==> config.mk <==
export PLATFORM = sky130hd
export DESIGN_NAME = vga_capture
export DESIGN_NICKNAME = d
export VERILOG_FILES = /design/src/rtl/vga_timing_pkg.sv /design/src/rtl/vga_sync_tracker.sv /design/src/rtl/vga_capture.sv
export SDC_FILE = /design/constraint.sdc
export NUM_CORES = 1
export LEC_CHECK = 0
export ABC_AREA = 1
export CORE_MARGIN = 2
export CORE_UTILIZATION = 40
export DETAILED_ROUTE_END_ITERATION = 16
export SYNTH_ARGS = -nofsm -noshare
export SYNTH_HDL_FRONTEND = slang
export SYNTH_SLANG_ARGS = --single-unit
==> constraint.sdc <==
create_clock -name clk -period 8.77 [get_ports clk]
set_input_delay 1.754 -clock clk [delete_from_list [all_inputs] [get_ports clk]]
set_output_delay 1.754 -clock clk [all_outputs]
set_load 0.1 [all_outputs]
==> src/rtl/vga_timing_pkg.sv <==
// VGA 640x480@60 timing constants, lock states and tracker bundle.
// Shared by the display driver and the capture path.
package vga_timing_pkg;

  localparam int H_ACTIVE  = 640;
  localparam int H_SYNC    = 96;
  localparam int H_BP      = 48;
  localparam int H_TOTAL   = 800;
  localparam int V_ACTIVE  = 480;
  localparam int V_SYNC    = 2;
  localparam int V_BP      = 33;
  localparam int V_TOTAL   = 525;
  localparam int BLK_SHIFT = 3;
  localparam int MEM_COLS  = 80;
  localparam int ADDR_W    = 13;
  localparam int PIX_W     = 3;
  localparam int TMO_LINES = 2;

  typedef enum logic [1:0] {
    SEARCH,
    VERIFY,
    LOCKED
  } state_e;

  // Per-strobe view of the tracker, using post-update counters
  // so x/y line up with the pixel sampled on the same strobe.
  typedef struct packed {
    logic       stb;
    logic       active;
    logic [9:0] x;
    logic [9:0] y;
    logic       frame;
    logic       loss;
  } trk_t;

  // Block address with the 80-block row pitch as shift-add.
  function automatic logic [ADDR_W-1:0] blk_addr(
    input logic [9:0] x,
    input logic [9:0] y
  );
    logic [ADDR_W-1:0] c;
    logic [ADDR_W-1:0] r;
    c = ADDR_W'(x >> BLK_SHIFT);
    r = ADDR_W'(y >> BLK_SHIFT);
    return c + (r << 6) + (r << 4);
  endfunction

endpackage

==> src/rtl/vga_sync_tracker.sv <==
// Sync tracker: HS/VS edge detect, h/v counters, timeout, lock FSM.
// Ports: clk, rst, pix_en, vga_hs, vga_vs in; trk bundle, locked out.
module vga_sync_tracker #(
  parameter int H_ACTIVE  = vga_timing_pkg::H_ACTIVE,
  parameter int H_SYNC    = vga_timing_pkg::H_SYNC,
  parameter int H_BP      = vga_timing_pkg::H_BP,
  parameter int H_TOTAL   = vga_timing_pkg::H_TOTAL,
  parameter int V_ACTIVE  = vga_timing_pkg::V_ACTIVE,
  parameter int V_SYNC    = vga_timing_pkg::V_SYNC,
  parameter int V_BP      = vga_timing_pkg::V_BP,
  parameter int V_TOTAL   = vga_timing_pkg::V_TOTAL,
  parameter int TMO_LINES = vga_timing_pkg::TMO_LINES
) (
  input  logic                  clk,
  input  logic                  rst,
  input  logic                  pix_en,
  input  logic                  vga_hs,
  input  logic                  vga_vs,
  output vga_timing_pkg::trk_t  trk,
  output logic                  locked
);
  import vga_timing_pkg::*;

  localparam int H_OFF = H_SYNC + H_BP;
  localparam int V_OFF = V_SYNC + V_BP;
  localparam int TMO   = TMO_LINES * H_TOTAL;
  localparam int TMO_W = $clog2(TMO + 1);

  state_e           state_q;
  state_e           state_d;
  logic             hs_q;
  logic             vs_q;
  logic             vs_pend_q;
  logic [9:0]       hcnt_q;
  logic [9:0]       vcnt_q;
  logic [9:0]       hcnt_d;
  logic [9:0]       vcnt_d;
  logic [TMO_W-1:0] tmo_q;
  logic             hs_fall;
  logic             vs_fall;
  logic             line_bad;
  logic             frame_bad;
  logic             tmo_hit;
  logic             loss;
  logic             frame;
  logic [9:0]       x;
  logic [9:0]       y;

  assign hs_fall   = pix_en & hs_q & ~vga_hs;
  assign vs_fall   = pix_en & vs_q & ~vga_vs;
  assign line_bad  = hs_fall
                   & (hcnt_q != 10'(H_TOTAL - 1));
  assign frame_bad = vs_fall
                   & (vcnt_q != 10'(V_TOTAL - 1));
  assign tmo_hit   = pix_en & ~hs_fall
                   & (state_q != SEARCH)
                   & (tmo_q == TMO_W'(TMO - 1));

  // Counters hold at full scale so a stalled stream never
  // wraps back into the active window.
  always_comb begin
    hcnt_d = hcnt_q;
    vcnt_d = vcnt_q;
    if (pix_en) begin
      if (hs_fall) begin
        hcnt_d = '0;
      end else if (!(&hcnt_q)) begin
        hcnt_d = hcnt_q + 10'd1;
      end
    end
    if (hs_fall) begin
      if (vs_fall || vs_pend_q) begin
        vcnt_d = '0;
      end else if (!(&vcnt_q)) begin
        vcnt_d = vcnt_q + 10'd1;
      end
    end
  end

  always_comb begin
    state_d = state_q;
    loss    = 1'b0;
    frame   = 1'b0;
    if (pix_en) begin
      unique case (state_q)
        SEARCH: begin
          if (vs_fall) state_d = VERIFY;
        end
        VERIFY: begin
          if (line_bad || tmo_hit) begin
            state_d = SEARCH;
          end else if (vs_fall && !frame_bad) begin
            state_d = LOCKED;
          end
        end
        LOCKED: begin
          if (line_bad || frame_bad || tmo_hit) begin
            state_d = SEARCH;
            loss    = 1'b1;
          end else if (vs_fall) begin
            frame = 1'b1;
          end
        end
        default: state_d = SEARCH;
      endcase
    end
  end

  always_ff @(posedge clk) begin
    if (rst) begin
      state_q   <= SEARCH;
      hs_q      <= 1'b1;
      vs_q      <= 1'b1;
      vs_pend_q <= 1'b0;
      hcnt_q    <= '0;
      vcnt_q    <= '0;
      tmo_q     <= '0;
      locked    <= 1'b0;
    end else if (pix_en) begin
      state_q   <= state_d;
      hs_q      <= vga_hs;
      vs_q      <= vga_vs;
      vs_pend_q <= hs_fall ? 1'b0 : (vs_pend_q | vs_fall);
      hcnt_q    <= hcnt_d;
      vcnt_q    <= vcnt_d;
      locked    <= (state_d == LOCKED);
      if (hs_fall || tmo_hit || state_d == SEARCH) begin
        tmo_q <= '0;
      end else begin
        tmo_q <= tmo_q + TMO_W'(1);
      end
    end
  end

  assign x = hcnt_d - 10'(H_OFF);
  assign y = vcnt_d - 10'(V_OFF);

  always_comb begin
    trk.stb    = pix_en;
    trk.x      = x;
    trk.y      = y;
    trk.active = (x < 10'(H_ACTIVE)) & (y < 10'(V_ACTIVE));
    trk.frame  = frame;
    trk.loss   = loss;
  end

endmodule

==> src/rtl/vga_capture.sv <==
// VGA frame grabber: locks to HS/VS, writes one sample per 8x8 block
// to an 80x60 RAM. Ports: clk, rst, pix_en, vga_hs, vga_vs, pixel,
// capture_en in; wr_en/wr_addr/wr_data, locked, frame_done, err_cnt out.
module vga_capture #(
  parameter int H_ACTIVE  = vga_timing_pkg::H_ACTIVE,
  parameter int H_SYNC    = vga_timing_pkg::H_SYNC,
  parameter int H_BP      = vga_timing_pkg::H_BP,
  parameter int H_TOTAL   = vga_timing_pkg::H_TOTAL,
  parameter int V_ACTIVE  = vga_timing_pkg::V_ACTIVE,
  parameter int V_SYNC    = vga_timing_pkg::V_SYNC,
  parameter int V_BP      = vga_timing_pkg::V_BP,
  parameter int V_TOTAL   = vga_timing_pkg::V_TOTAL,
  parameter int TMO_LINES = vga_timing_pkg::TMO_LINES
) (
  input  logic                              clk,
  input  logic                              rst,
  input  logic                              pix_en,
  input  logic                              vga_hs,
  input  logic                              vga_vs,
  input  logic [vga_timing_pkg::PIX_W-1:0]  pixel,
  input  logic                              capture_en,
  output logic                              wr_en,
  output logic [vga_timing_pkg::ADDR_W-1:0] wr_addr,
  output logic [vga_timing_pkg::PIX_W-1:0]  wr_data,
  output logic                              locked,
  output logic                              frame_done,
  output logic [7:0]                        err_cnt
);
  import vga_timing_pkg::*;

  trk_t trk;
  logic armed_q;
  logic hit;

  vga_sync_tracker #(
    .H_ACTIVE  (H_ACTIVE),
    .H_SYNC    (H_SYNC),
    .H_BP      (H_BP),
    .H_TOTAL   (H_TOTAL),
    .V_ACTIVE  (V_ACTIVE),
    .V_SYNC    (V_SYNC),
    .V_BP      (V_BP),
    .V_TOTAL   (V_TOTAL),
    .TMO_LINES (TMO_LINES)
  ) u_trk (
    .clk    (clk),
    .rst    (rst),
    .pix_en (pix_en),
    .vga_hs (vga_hs),
    .vga_vs (vga_vs),
    .trk    (trk),
    .locked (locked)
  );

  // Block origin in an armed frame; a strobe that also drops
  // lock abandons the frame, so its write is suppressed.
  assign hit = trk.stb & armed_q & trk.active & ~trk.loss
             & (trk.x[BLK_SHIFT-1:0] == '0)
             & (trk.y[BLK_SHIFT-1:0] == '0);

  always_ff @(posedge clk) begin
    if (rst) begin
      armed_q    <= 1'b0;
      wr_en      <= 1'b0;
      wr_addr    <= '0;
      wr_data    <= '0;
      frame_done <= 1'b0;
      err_cnt    <= '0;
    end else begin
      wr_en      <= 1'b0;
      frame_done <= 1'b0;
      if (trk.loss) begin
        armed_q <= 1'b0;
        if (err_cnt != 8'hFF) err_cnt <= err_cnt + 8'd1;
      end else if (trk.frame) begin
        frame_done <= armed_q;
        armed_q    <= capture_en;
      end
      if (hit) begin
        wr_en   <= 1'b1;
        wr_addr <= blk_addr(trk.x, trk.y);
        wr_data <= pixel;
      end
    end
  end

endmodule

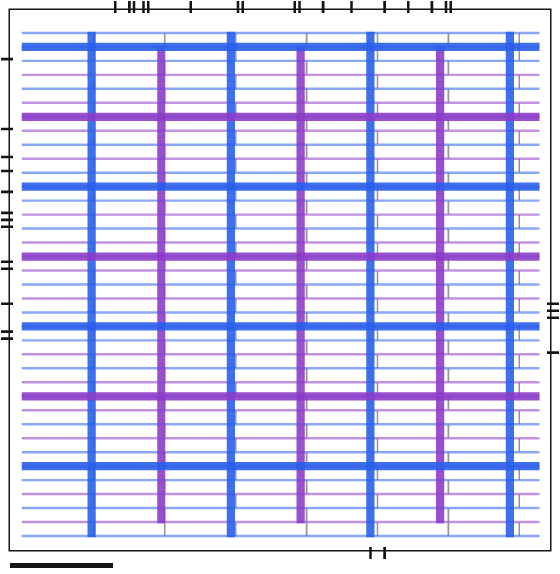
Fig. 1. Supply network (run 1).
Scale bar: 20 um. Pins as bars on the die edge. Tap cells in gray.
purple -> VDD
blue -> VSS
met4 straps = 7
signal pins = 36

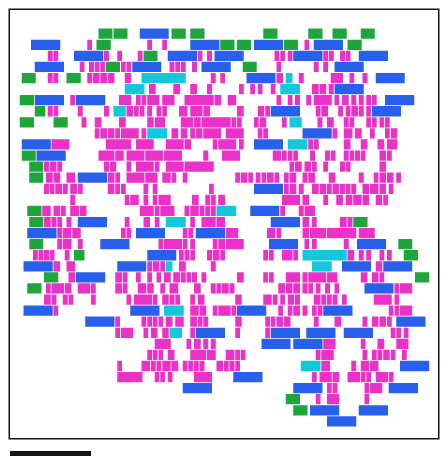
Fig. 2. Cells colored by class (run 1).
Scale bar: 20 um.
blue -> registers  # cells 64
green -> remaining buffers and delay cells  # cells 37
magenta -> remaining logic cells  # cells 534
cyan -> clock drivers and dummy loads  # cells 16
Core Rows: 36
fin area: 4750 sq um
post-route core utilization: 0.481
Core Region: 9860 sq um

==> run notes, run 1 <==
impl run done, here's what came out: antenna-violating nets left=0, Adders+Majority by Area=0.0710, Post-CTS Resized=0, Clk power=291 uW, Comb area=2370 sq um, wl on met1=4630 um, most used cell, CP=nand2_1, setup TNS=0 ns, Top class by area=multi-input combinational cells, YS chip area=4090 sq um, cell count after synthesis=611, flop-to-flop setup slack=4.66 ns, GRT Max-Usage Layer=met2, sequential share of power=0.445, Place WS=2.54 ns, combinational gate count=443, CTS Buffer Depth=2, Reg clk slew, reported paths=0.08 ns, nonclk inv count=91, Combinational Power Share=0.119, min-delay src=u_trk.locked, Late-Pin Clk Latency=0.36 ns, CTS tree=yes, CLK BUF=9, Slew Viols, Final=0, Placer Congestion=0.891, H-Tree Depth=3, synthesized net count=642, ys cells=611, Hold Buf Count CTS=0, sequential power=297 uW, GRT Util Overall=0.182, status=finished clean, n_diodes=0, reg-to-reg endpoint=wr_addr[11], Tap Cells=133, hold endpoint=u_trk.locked, antenna violations before repair=0, Synthesis Warnings=0, combinational share of cell area=0.499, Port Buffers=35, clock share of power=0.436, final hold violations=0, Async SR Flop Fraction=0, Worst Skew=0.0103 ns, largest net degree at the start of global routing=29, max_cap viols=0, Commonest Layout Cell=nand2_1, Fmax achieved=170 MHz, M1 GR Usage=0.232, Post CTS Setup Buffer Count=0, GR Layer Usage met2=0.303, Reg area=1280 sq um, Period minus WS final=5.87 ns, mapped cell area=4090 sq um, met3 Track Usage GR=0.0287, Post-layout nets=677, critical register-to-register path startpoint=u_trk.hcnt_q[0], Synthesized registers=64, CP Data Arrival Time=6.13 ns, biggest regs=wr_addr: 13 flops, u_trk.tmo_q: 11 flops, nonclk buf count=37, sequential share of the synthesized area=0.313, worst relative slew slack=0.346, total grt overflow=0, Non-clock buffers, area share=0.0769, Total Routed Length=9570 um, worst hold path stage count=2, Largest Register=wr_addr, Synth Area in Compound Gates=0.0725, met2 wire len=4360 um, Worst Tran Pin Value=0.978 ns, Largest stage delay, worst path=1.00 ns, and+or+nand+nor area frac=0.393, IO Pins=36, Reg2Reg Depth=25
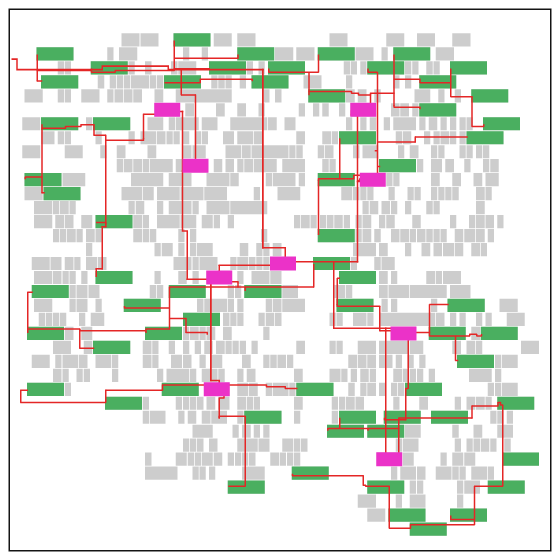
Fig. 3. Clock wires, drivers and flops (run 1).
red -> clock wires  # length 1030 um
green -> flip-flops  # count 64
magenta -> clock-net drivers  # count 9
routed clock nets = 10
flops lie = widely spread

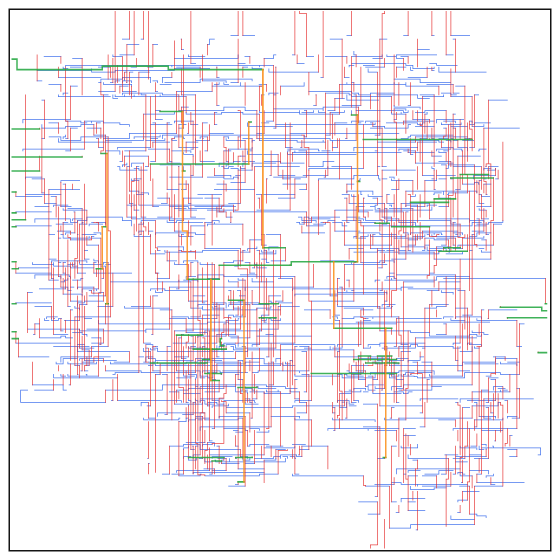
Fig. 4. Routed metal, one color a layer (run 1).
green -> M3  # wire length 342 um
red -> M2  # wire length 4360 um
orange -> M4  # wire length 236 um
blue -> M1  # wire length 4630 um

Fig. 5: run 1, routing congestion
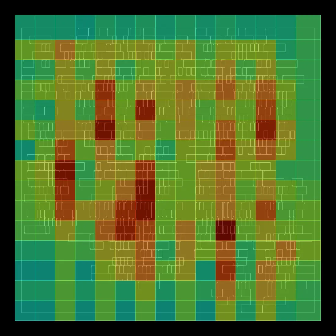

==> run 2: changes to the inputs <==
- clock period: 8.77 -> 5.85 ns (I/O delays scaled with it)
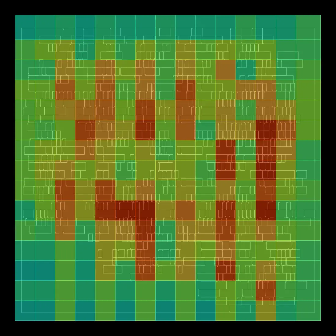
Fig. 6. Routing congestion (run 2).
GR Layer Usage met2: 0.314
average wire per standard cell: 12.3 um

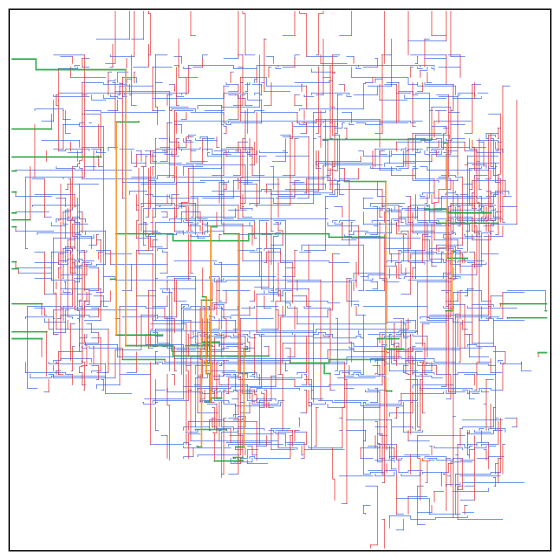
Fig. 7. Routed metal, one color a layer (run 2).
orange -> M4  # wire length 294 um
red -> M2  # wire length 4430 um
green -> M3  # wire length 333 um
blue -> M1  # wire length 4560 um

==> run 2 against run 1 <==
Compared with the run above: routed wire length is 0.52% higher; combinational power up about 50%; sequential share of layout area about the same.
==> run notes, run 2 <==
impl run done, here's what came out: synthesized net count=642, CLK BUF=10, Total Routed Length=9620 um, nonclk inv count=91, Synth top area share=0.313, Commonest Layout Cell=nand2_1, CTS Sinks=64, most used cell, CP=nand2_1, post-DP HPWL=7170 um, Worst Skew=0.0107 ns, crit path capture=wr_addr[12], Fin Hold WS=0.469 ns, Top cells by area=dfxtp_1 31%, nand2_1 12%, nor2_1 9.0%, Comb area=2370 sq um, Post-layout nets=678, Synthesis Warnings=0, Combinational Power Share=0.123, antenna-violating nets left=0, Reg clk slew, reported paths=0.08 ns, DRC viols=0, reg-to-reg endpoint=wr_addr[11], commonest cells in the netlist=129 x nand2_1, 98 x nor2_1, 80 x inv_1, 68 x nand3_1, 64 x dfxtp_1, P_int=696 uW, Reg area=1280 sq um, CTS Buf Count=9, n_diodes=0, largest net degree at the start of global routing=29, CTS Buffer Depth=2, main flop type=dfxtp_1, critical register-to-register path startpoint=u_trk.hcnt_q[0], total die size=11000 sq um, post-layout period usage=0.840, ys cells=611, Worst Tran Pin Value=0.995 ns, flip-flops with a built-in enable=0, Starting DRT DRC Count=199, clock share of power=0.414, Synth top cell by count=nand2_1, Async SR Flop Fraction=0, Clk power=398 uW, Vias per Instance=4.98, CP Data Arrival Time=5.21 ns, sequential share of the synthesized area=0.313, CP Launch Type=input port, max_cap viols=0, YS chip area=4090 sq um, Synthesized registers=64, Placer Congestion=0.888, sequential power=446 uW, flop-to-flop setup slack=1.73 ns, crit path max fanout=20, final hold violations=0, Slew Viols, Final=0, fraction of final layout cells sized beyond drive strength 1=0.0798, RSZ-0062 raised after global routing=no, status=finished clean, Adders+Majority by Area=0.0710, GRT Util Overall=0.186, Slowest-stage cell, CP=clkdlybuf4s50_1, setup TNS=0 ns, Largest Register=wr_addr, Hold Buf Count CTS=0, fin area=4740 sq um, Largest stage delay, worst path=0.69 ns, Die Ht=105 um, Core Rows=36, Late-Pin Clk Latency=0.36 ns, worst hold path stage count=2, Core Region=9860 sq um, max FFs per register=13, sw power=267 uW, Tap Cells=133, Place WS=0.555 ns, Non-clock buffers, area share=0.0787, met2 wire len=4430 um, min-delay src=u_trk.locked, Crit. End Element=flop, M1 GR Usage=0.223, Port Buffers=35, IO Pins=36, Synth Area in Compound Gates=0.0725, Buf/Inv on CP=3, mapped cell area=4090 sq um, via count=3911, first-pass GRT wire length=16800 um, Leak=0.00208 uW, fin cells=785, antenna violations before repair=0, and+or+nand+nor area frac=0.393, XORs/XNORs by Area=0.0428, biggest regs=wr_addr: 13 flops, u_trk.tmo_q: 11 flops, cell count after synthesis=611, most frequent cells in the layout=129 x nand2_1, 98 x nor2_1, 80 x inv_1, 68 x nand3_1, 64 x dfxtp_1, CP Depth=28, GRT Max-Usage Layer=met2, worst relative slew slack=0.335, Reg2Reg Depth=25, Post CTS Setup Buffer Count=0, max layer used=met4, Design Power=963 uW, combinational gate count=443, total grt overflow=0, met3 Track Usage GR=0.0430, Fmax achieved=203 MHz, Top class by area=multi-input combinational cells, Synth area leader=dfxtp_1, H-Tree Depth=3, Period minus WS final=4.92 ns, Post-CTS Resized=0, DP Cell Count=769, sequential share of power=0.463, CTS tree=yes, combinational share of cell area=0.500, post-route core utilization=0.480, wl on met1=4560 um, switching share of total power=0.277, mux frac, synth=0, hold endpoint=u_trk.locked, nonclk buf count=38
Power and IR drop assume default switching activity.
